$ cat src/rtl/ifu_itcm_ctrl.sv
// ifu_itcm_ctrl: IFU fetch responder backed by a single-port ITCM SRAM.
// Fetches are range/alignment checked and answered in order through a 2-entry buffer; loader writes win the SRAM port.
module ifu_itcm_ctrl #(
  parameter int PC_SIZE = 32,
  parameter int INSTR_SIZE = 32,
  parameter int ADDR_W = 14,
  parameter logic [PC_SIZE-1:0] BASE_ADDR = 32'h8000_0000
) (
  input  logic                  clk,
  input  logic                  rst,
  input  logic                  ifu_req_valid,
  output logic                  ifu_req_ready,
  input  logic [PC_SIZE-1:0]    ifu_req_pc,
  output logic                  ifu_rsp_valid,
  input  logic                  ifu_rsp_ready,
  output logic                  ifu_rsp_err,
  output logic [INSTR_SIZE-1:0] ifu_rsp_instr,
  input  logic                  ld_valid,
  output logic                  ld_ready,
  input  logic [PC_SIZE-1:0]    ld_addr,
  input  logic [INSTR_SIZE-1:0] ld_wdata,
  output logic                  ld_err,
  output logic                  ram_cs,
  output logic                  ram_we,
  output logic [ADDR_W-1:0]     ram_addr,
  output logic [INSTR_SIZE-1:0] ram_wdata,
  input  logic [INSTR_SIZE-1:0] ram_rdata
);
  localparam logic [PC_SIZE:0] LO = {1'b0, BASE_ADDR};
  localparam logic [PC_SIZE:0] HI = LO + ((PC_SIZE+1)'(1) << (ADDR_W + 2));

  function automatic logic addr_ok(input logic [PC_SIZE-1:0] a);
    return ({1'b0, a} >= LO) && ({1'b0, a} < HI) && (a[1:0] == 2'b00);
  endfunction

  logic                  inflight_q, infl_err_q, ld_err_q, wptr_q, rptr_q;
  logic [1:0]            cnt_q;
  logic                  buf_err_q [2];
  logic [INSTR_SIZE-1:0] buf_instr_q [2];
  logic [1:0]            occ;
  logic                  req_ok, ld_ok, req_hsk, buf_nz, push, pop, byp_err;
  logic [INSTR_SIZE-1:0] byp_instr;

  assign occ = cnt_q + {1'b0, inflight_q};
  assign req_ok = addr_ok(ifu_req_pc);
  assign ld_ok = addr_ok(ld_addr);
  // Ready comes only from registered occupancy and the loader, never from rsp_ready.
  assign ifu_req_ready = ~ld_valid & (occ < 2'd2);
  assign req_hsk = ifu_req_valid & ifu_req_ready;
  assign ram_cs = (ld_valid & ld_ok) | (req_hsk & req_ok);
  assign ram_we = ld_valid & ld_ok;
  assign ram_addr = ld_valid ? ld_addr[ADDR_W+1:2] : ifu_req_pc[ADDR_W+1:2];
  assign ram_wdata = ld_wdata;
  assign ld_ready = 1'b1;
  assign ld_err = ld_err_q;
  // Bypass value is forced to zero when idle so the outputs read zero out of reset.
  assign byp_err = inflight_q & infl_err_q;
  assign byp_instr = (inflight_q & ~infl_err_q) ? ram_rdata : '0;
  assign buf_nz = cnt_q != 2'd0;
  assign ifu_rsp_valid = buf_nz | inflight_q;
  assign ifu_rsp_err = buf_nz ? buf_err_q[rptr_q] : byp_err;
  assign ifu_rsp_instr = buf_nz ? buf_instr_q[rptr_q] : byp_instr;
  assign push = inflight_q & (buf_nz | ~ifu_rsp_ready);
  assign pop = buf_nz & ifu_rsp_ready;

  always_ff @(posedge clk or posedge rst) begin
    if (rst) begin
      inflight_q <= 1'b0;
      infl_err_q <= 1'b0;
      ld_err_q <= 1'b0;
      wptr_q <= 1'b0;
      rptr_q <= 1'b0;
      cnt_q <= 2'd0;
    end else begin
      inflight_q <= req_hsk;
      if (req_hsk) infl_err_q <= ~req_ok;
      ld_err_q <= ld_valid & ~ld_ok;
      if (push) wptr_q <= ~wptr_q;
      if (pop) rptr_q <= ~rptr_q;
      cnt_q <= cnt_q + {1'b0, push} - {1'b0, pop};
    end
  end

  always_ff @(posedge clk) begin
    if (push) begin
      buf_err_q[wptr_q] <= byp_err;
      buf_instr_q[wptr_q] <= byp_instr;
    end
  end
endmodule

$ cat config.mk
export PLATFORM = sky130hd
export DESIGN_NAME = ifu_itcm_ctrl
export DESIGN_NICKNAME = d
export VERILOG_FILES = /design/src/rtl/ifu_itcm_ctrl.sv
export SDC_FILE = /design/constraint.sdc
export NUM_CORES = 1
export LEC_CHECK = 0
export CORE_UTILIZATION = 35
export DETAILED_ROUTE_END_ITERATION = 16
export PLACE_DENSITY = 0.86
export RECOVER_POWER = 100
export SYNTH_ARGS = -nofsm -noshare
export SYNTH_HDL_FRONTEND = slang
export SYNTH_SLANG_ARGS = --single-unit
$ cat constraint.sdc
create_clock -name clk -period 2.8 [get_ports clk]
set_input_delay 0.28 -clock clk [delete_from_list [all_inputs] [get_ports clk]]
set_output_delay 0.28 -clock clk [all_outputs]
set_load 0.05 [all_outputs]
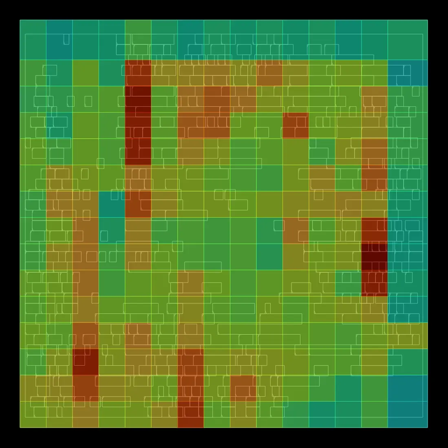
(images/final_congestion.png)
most used routing layer: met2
Final Util: 0.502
met3 usage: 0.0717
met2 usage: 0.307

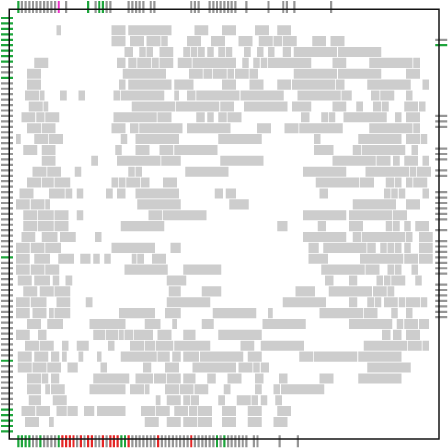
(images/pins.png)
Drawn at 4 px/um. Pins as bars across the die edge, other pins in grey.
legend:
  green:
    port: ld_wdata
    pins: 32
    direction: input
    edge: 17 left, 10 bottom, 4 top, 1 right
  red:
    port: ram_addr
    pins: 14
    direction: output
    edge: bottom
  magenta:
    port: ld_ready
    pins: 1
    direction: output
    edge: top

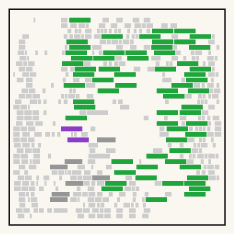
(images/registers.png)
Drawn at 2 px/um. Other sequential cells in the stronger grey, the rest of the logic in the fainter grey.
legend:
  purple:
    signal: buf_err_q
    sequential_cells: 2
  green:
    signal: buf_instr_q
    sequential_cells: 64

==> cell usage in the layout (no fill, tap or decap), types with 2 or more instances in the layout <==
| cell type | count |
|---|---|
| mux2i_1 | 33 |
| inv_1 | 4 |
| bufinv_16 | 2 |
| and2_0 | 33 |
| clkdlybuf4s50_1 | 103 |
| dlygate4sd3_1 | 12 |
| clkbuf_1 | 5 |
| xnor2_1 | 3 |
| nor2_4 | 3 |
| nor4b_1 | 2 |
| nor4_1 | 6 |
| clkbuf_8 | 9 |
| buf_4 | 8 |
| clkbuf_2 | 29 |
| mux2_2 | 11 |
| dfrtp_1 | 6 |
| mux2_1 | 3 |
| nand2_1 | 4 |
| nor2_1 | 4 |
| nand3_1 | 36 |
| ha_1 | 2 |
| o21ai_0 | 33 |
| edfxtp_1 | 66 |
==> run summary <==
Top-Level Pins - 218
WS Path Type - reg2out
post-DR vias/cell - 4.90
Comb area - 0.00133 mm^2
largest cell class by area - registers
max FFs per register - 64
CTS tree - done
pre-CTS setup slack - 0.459 ns
R2R Path Start - cnt_q[1]$_DFF_PP0_
synth cell count leaders - edfxtp_1, buf_4, nand3_1
sequential area share after synthesis - 0.558
Worst Tran Pin Value - 0.997 ns
CP max FO - 19
Final Setup Violations - 0
Critical R2R Capture - buf_err_q[0]$_DFFE_PP_
Clock-cell share - 0.0396
Synth-to-Final Area Change - 36.6%
register share of the cell area - 0.409
Post-DP Area - 0.00516 mm^2
status - complete, no violations
Flops after synth - 73
crit path to - ifu_rsp_instr[19]
Flop pwr share - 0.316
CTS Root Cell - clkbuf_8
drt initial violations - 130
Buffers on Ports - 152
Fin. Hold Viols - 0
total CTS buffers - 9
Fmax - 385 MHz
yosys xor share - 0.00907
reg2reg setup slack - 0.56 ns
Post-Layout Cell Count - 573
final worst hold slack - 0.325 ns
number of clock sinks - 73
Power figures rest on the tool's default switching activity, not on a simulated workload.
